Design cond_flag_bank, sky130hd; sources not shown.
run_1/drive_strength.png
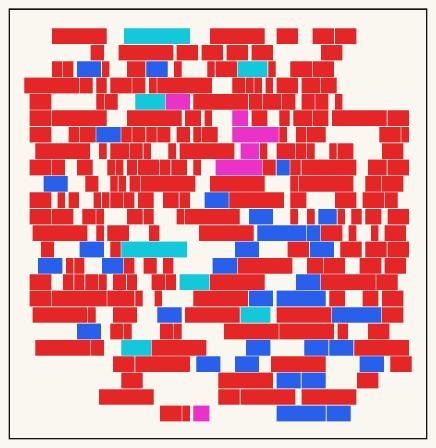
magenta -> drive 3 to 4  # cells 6, share 2.3%, most used buf_4
red -> drive 1 or less  # cells 217, share 83%, most used clkdlybuf4s50_1
cyan -> drive 6 and up  # cells 7, share 2.7%, most used clkbuf_8
blue -> drive 2  # cells 32, share 12%, most used mux2_2
Area Overhead vs Synth: 28.38%
Non-clk bufs: 48

run_1/cell_classes.png
The bar under the picture is 20 um long.
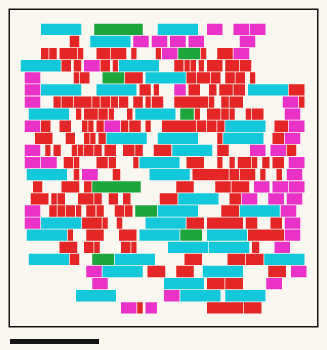
magenta -> other buffers and delay cells  # cells 48, share of their area 17%
green -> clock drivers and dummy loads  # cells 8, share of their area 5.0%
cyan -> flip-flops  # cells 38, share of their area 34%
red -> all other logic  # cells 168, share of their area 43%
Final Core Density: 0.6732
row cnt: 24
Core Region: 0.004204 sq mm
flop share of the area: 0.3360

run_1/port_nets.png
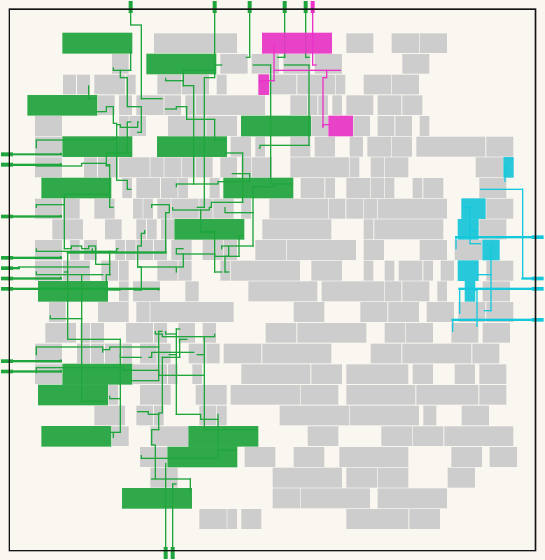
green -> `fail_cnt`  # bits 16, direction output, end cells 16, buffers 16, wire 712 um
magenta -> `cond_valid`  # bits 1, direction input, end cells 3, buffers 1, wire 32.3 um
cyan -> `fr_mask`  # bits 4, direction input, end cells 6, buffers 4, wire 80.9 um
I/O Pins: 47
buffers added on ports: 46

run_1/final_congestion.png
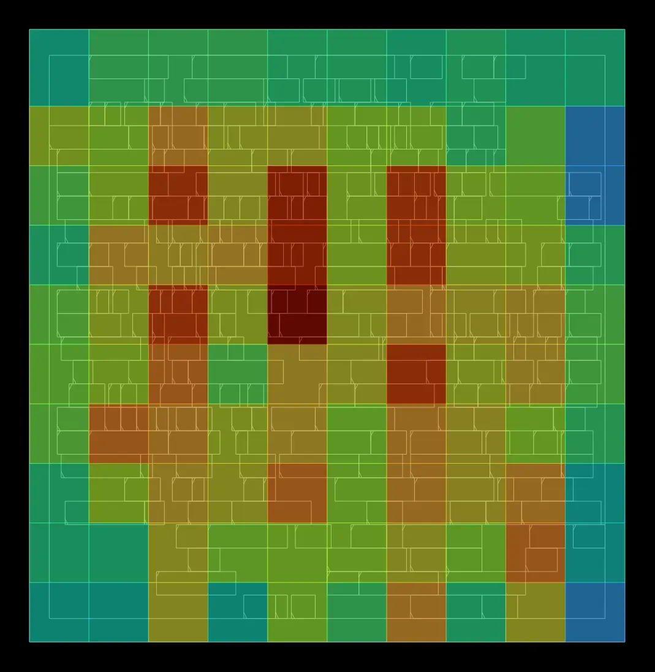
GRT Max-Usage Layer: met2
Total GRT Usage: 0.2114
GR Util met3: 0.05271
drt wl/cell: 15.61 um
GR Layer Usage met1: 0.2631

==> notes.md, run 1 <==
flow finished, numbers: run status completed, Setup Buffers After CTS 0, Worst slew margin 0.4597, crit path time final 3.771 ns, Iter 0 DRT Violations 126, Main power group sequential cells, cts bufs inserted 5, Crit-path slowest cell clkdlybuf4s50_1, initial antenna violation count 0, max-cap viol count 0, Worst Path Buf+Inv 1, CTS H-tree lvls 2, clock sink count 38, Final Setup Violations 0, Log Warnings 25, fin crit share 0.6984, # diodes 0, Pre-Place Util 0.5244, xor/xnor share 0.003973, total power density per cell area 339.9 mW/mm^2, cts repair resizes 0, delay-heaviest family, CP AND-OR/OR-AND gates, cell type with the largest total area dfrtp_1, Bufs on Longest Clock Path 2, post-synthesis simple-gate area fraction 0.2401, ClkCell Share 0.04863, Post-Syn Instances 216, sequential power share 0.405, Arrival @ worst endpoint 3.98 ns, met2 Usage GRT 0.3600, routed vias/inst 5.908, Clk power 0.295 mW, dpl ws 1.304 ns, Hold WS 0.5023 ns, Critical Path Sink Type flop, yosys cell count 216, clock power share 0.307, Comb area share 0.4125, Gate power share 0.289, setup slack after layout 1.629 ns, Syn Area/Cell 10.21 sq um, EDFF count, synth 0, routability cong. 0.8594, Async S/R FF share, synth 1.000, comb pwr 0.278 mW, Synth Area in Adders 0.005675, # fillers 350, fin area 0.002830 sq mm, crit-path max cell delay 0.71 ns, Max Slew Vio Count 0, P_seq 0.389 mW, Max-area cell share 0.4313, # Taps 52, CP required 5.61 ns, Post-synth seq share 0.4313, CTS tree yes, Switch Pwr 0.2847 mW, synth cell count leaders 38 x dfrtp_1, 23 x mux2_2, 22 x nor2_1, Mux area share 0.1771, CP Max Fanout 15, ao+oa area frac 0.1027, Biggest Area Class combinational gates, Post-DP HPWL 3.436 mm, LEAKAGE 1.176 nW, Comb area 0.001167 sq mm, mapped cell area 0.002205 sq mm, f_max 265.2 MHz, Setup crit start kind input port, Fin. Hold Viols 0, total design power 0.9621 mW, most instantiated logic cell after routing clkdlybuf4s50_1, Synth top cell by count dfrtp_1, setup TNS 0 ns, Clk pin slew, worst setup/hold paths 0.08 ns, CLK BUF 5, first-pass GRT wire length 8.369 mm, non-clk buf share 0.1680, Internal Pwr Total 0.6774 mW, Flop area 950.9 sq um, Antenna Violating Nets Remaining 0, Worst Tran Pin Value 0.8080 ns, main flop type dfrtp_1, Chip Height 71 um, multi-input gate count 159, comb area leader simple AND/OR/NAND/NOR gates, largest net degree at the start of global routing 39, TritonRoute pass-1 iters 4, ys flops 38, seq_cells 38, # hold bufs at CTS 0, Final Net Count 283, Cell Type Count 47, main area contributors dfrtp_1 43%, mux2_2 12%, mux4_2 4.1%, nor2_1 3.7%, nand3_1 2.7%, CP Cell Sequence clkdlybuf4s50_1, mux4_2, nand2_1, a211oi_1, o311a_4, o31ai_4, nand2_4, or4_1, a21oi_1, Worst VDD drop 0.1647 mV, Clock Latency Late Sink 0.29 ns, Post-route DRC 0, r2r setup slk 2.48 ns
[run 1: routing by layer]
layer | up-vias | share of wire | routed length (um)
li1 | 886 | - | -
met5 | - | 0 | 0
met3 | 6 | 0.061 | 297
met1 | 905 | 0.42 | 2069
met2 | 58 | 0.50 | 2459
met4 | 0 | 0.015 | 72
[run 1: worst min-delay path, cell delays in order (launching register included)]
cell and delay [ns]:
dfrtp_1 0.34, nor2_1 0.05, nor2_1 0.07
[run 1: per-stage QoR]
stage | util | std cells
2_1_floorplan | - | 206
3_3_place_gp | 0.6405 | 306
3_5_place_dp | 0.6405 | 306
4_1_cts | 0.6732 | 314
5_1_grt | 0.6732 | 314
6_report | 0.6732 | 314
run_1/wire_density.png
The bar under the picture is 20 um long. 14 x 14 tiles, from dark purple (low) to yellow (high), scaled to the fullest tile. Values are wire area over tile area, all layers added.
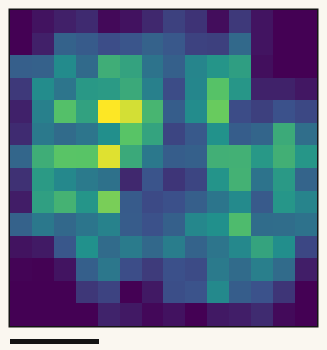

--- run 2 (diff from run 1) ---
CORE_AREA = 2 2 69 71   (was 2 2 67 69)
DIE_AREA = 0 0 71 73   (was 0 0 69 71)
PLACE_DENSITY = 0.75   (was 0.8)
clock period = 3.5 ns   (was 5.4 ns; I/O delays follow)
run_2/wire_density.png
The bar under the picture is 20 um long. 14 x 15 tiles, from dark purple (low) to yellow (high), scaled to the fullest tile. Values are wire area over tile area, all layers added.
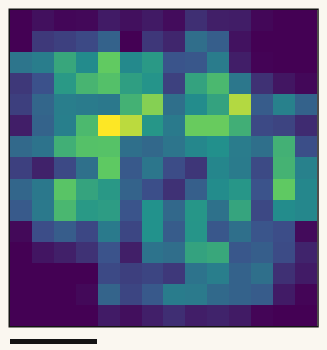
tiles over half the peak = 20%
nearly empty tiles = 14%
mean over tiles = 0.15
Total GRT Usage: 0.2035
drt wl/cell: 15.42 um
vias: 1874

run_2/drive_strength.png
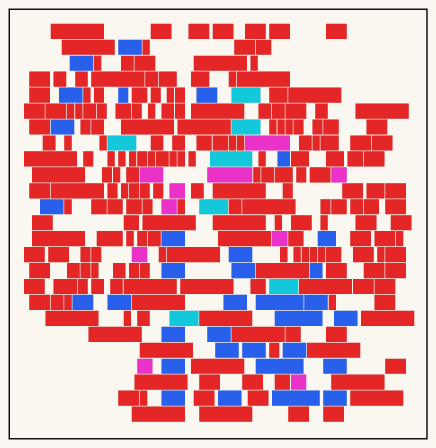
cyan -> drive 6 and up  # cells 7, share 2.6%, most used clkbuf_8
blue -> drive 2  # cells 33, share 12%, most used mux2_2
red -> drive 1 or less  # cells 218, share 81%, most used clkdlybuf4s50_1
magenta -> drive 3 to 4  # cells 10, share 3.7%, most used buf_4
fin area: 0.002844 sq mm
Area Overhead vs Synth: 29.00%
setup slack after layout: 0.2679 ns
Non-clk bufs: 54

==> notes.md, run 2 <==
flow finished, numbers: f_max 309.4 MHz, Switch Pwr 0.4287 mW, GRT Max-Usage Layer met2, GR Util met3 0.05249, P_seq 0.607 mW, Final Net Count 289, Max-area cell share 0.4313, Internal Pwr Total 0.9358 mW, cts repair resizes 0, Worst Tran Pin Value 0.8163 ns, GR Layer Usage met1 0.2683, Antenna Violating Nets Remaining 0, routed vias/inst 5.820, dpl ws -0.02657 ns, largest net degree at the start of global routing 39, Post-synth seq share 0.4313, Post-route DRC 0, ys flops 38, met2 Usage GRT 0.3354, Placed Cells 314, crit-path max cell delay 0.53 ns, r2r setup slk 0.66 ns, Main power group sequential cells, routability cong. 0.8308, Setup Buffers After CTS 0, Worst slew margin 0.4541, total power density per cell area 479.8 mW/mm^2, most instantiated logic cell after routing clkdlybuf4s50_1, Routed met3 length 332 um, first-pass GRT wire length 8.404 mm, Clock Latency Late Sink 0.29 ns, Synth top cell by count dfrtp_1, initial antenna violation count 0, Clk pin slew, worst setup/hold paths 0.07 ns, cts bufs inserted 5, Pre-Place Util 0.4861, sequential power share 0.445, max-cap viol count 0, Fin. Hold Viols 0, Post-Syn Instances 216, Syn Area/Cell 10.21 sq um, Bufs on Longest Clock Path 2, Max Slew Vio Count 0, Mux area share 0.1771, LEAKAGE 1.189 nW, Arrival @ worst endpoint 3.40 ns, TritonRoute pass-1 iters 4, ao+oa area frac 0.1027, run status completed, Setup crit start kind input port, Crit-path slowest cell mux4_2, Cell Type Count 47, fin crit share 0.9234, crit path time final 3.232 ns, clock sink count 38, Async S/R FF share, synth 1.000, Clk power 0.309 mW, Hold WS 0.5063 ns, comb pwr 0.449 mW, top layer in use met4, delay-heaviest family, CP simple AND/OR/NAND/NOR gates, # diodes 0, Final Setup Violations 0, Synth Area in Adders 0.005675, I/O Pins 47, met1 wire length 2.219 mm, CP Max Fanout 23, CTS tree yes, Worst Path Buf+Inv 3, post-synthesis simple-gate area fraction 0.2401, xor/xnor share 0.003973, synth cell count leaders 38 x dfrtp_1, 23 x mux2_2, 22 x nor2_1, Post-DP HPWL 3.510 mm, clock power share 0.226, Chip Height 73 um, CTS H-tree lvls 2, EDFF count, synth 0, CP Cell Sequence clkdlybuf4s50_1, buf_4, mux4_2, nor2_2, a211oi_1, or2_2, a21oi_1, nand4b_1, buf_12, nor4_1, mux2_2, yosys cell count 216
run_2/cell_classes.png
The bar under the picture is 20 um long.
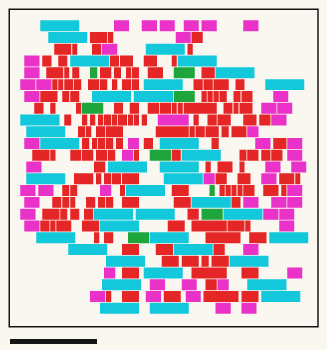
flop share of the area: 0.3344
row cnt: 25
Core Region: 0.004536 sq mm
Final Core Density: 0.6270

run 2: cell counts after synthesis:
No cell type changed its count.
run 2: per-stage QoR:
stage	setup TNS (ns)	total power [mW]
finish	0	1.365
global route	0	1.445
CTS	0	1.377
detailed placement	-0.07837	1.064
global placement	0	1.053
floorplan	0	0.8574
run 2: cell type report:
class / instances / area (sq um) / area share
Inverter: 9 / 33.78 / 0.01188
Tap cell: 54 / 67.56 / 0.02376
Clock buffer: 7 / 86.33 / 0.03036
Timing Repair Buffer: 54 / 533.0 / 0.1874
Sequential cell: 38 / 950.9 / 0.3344
Clock inverter: 1 / 5.005 / 0.001760
Multi-Input combinational cell: 159 / 1167 / 0.4105
No activity file was given, so power comes from the tool's default toggle rates.
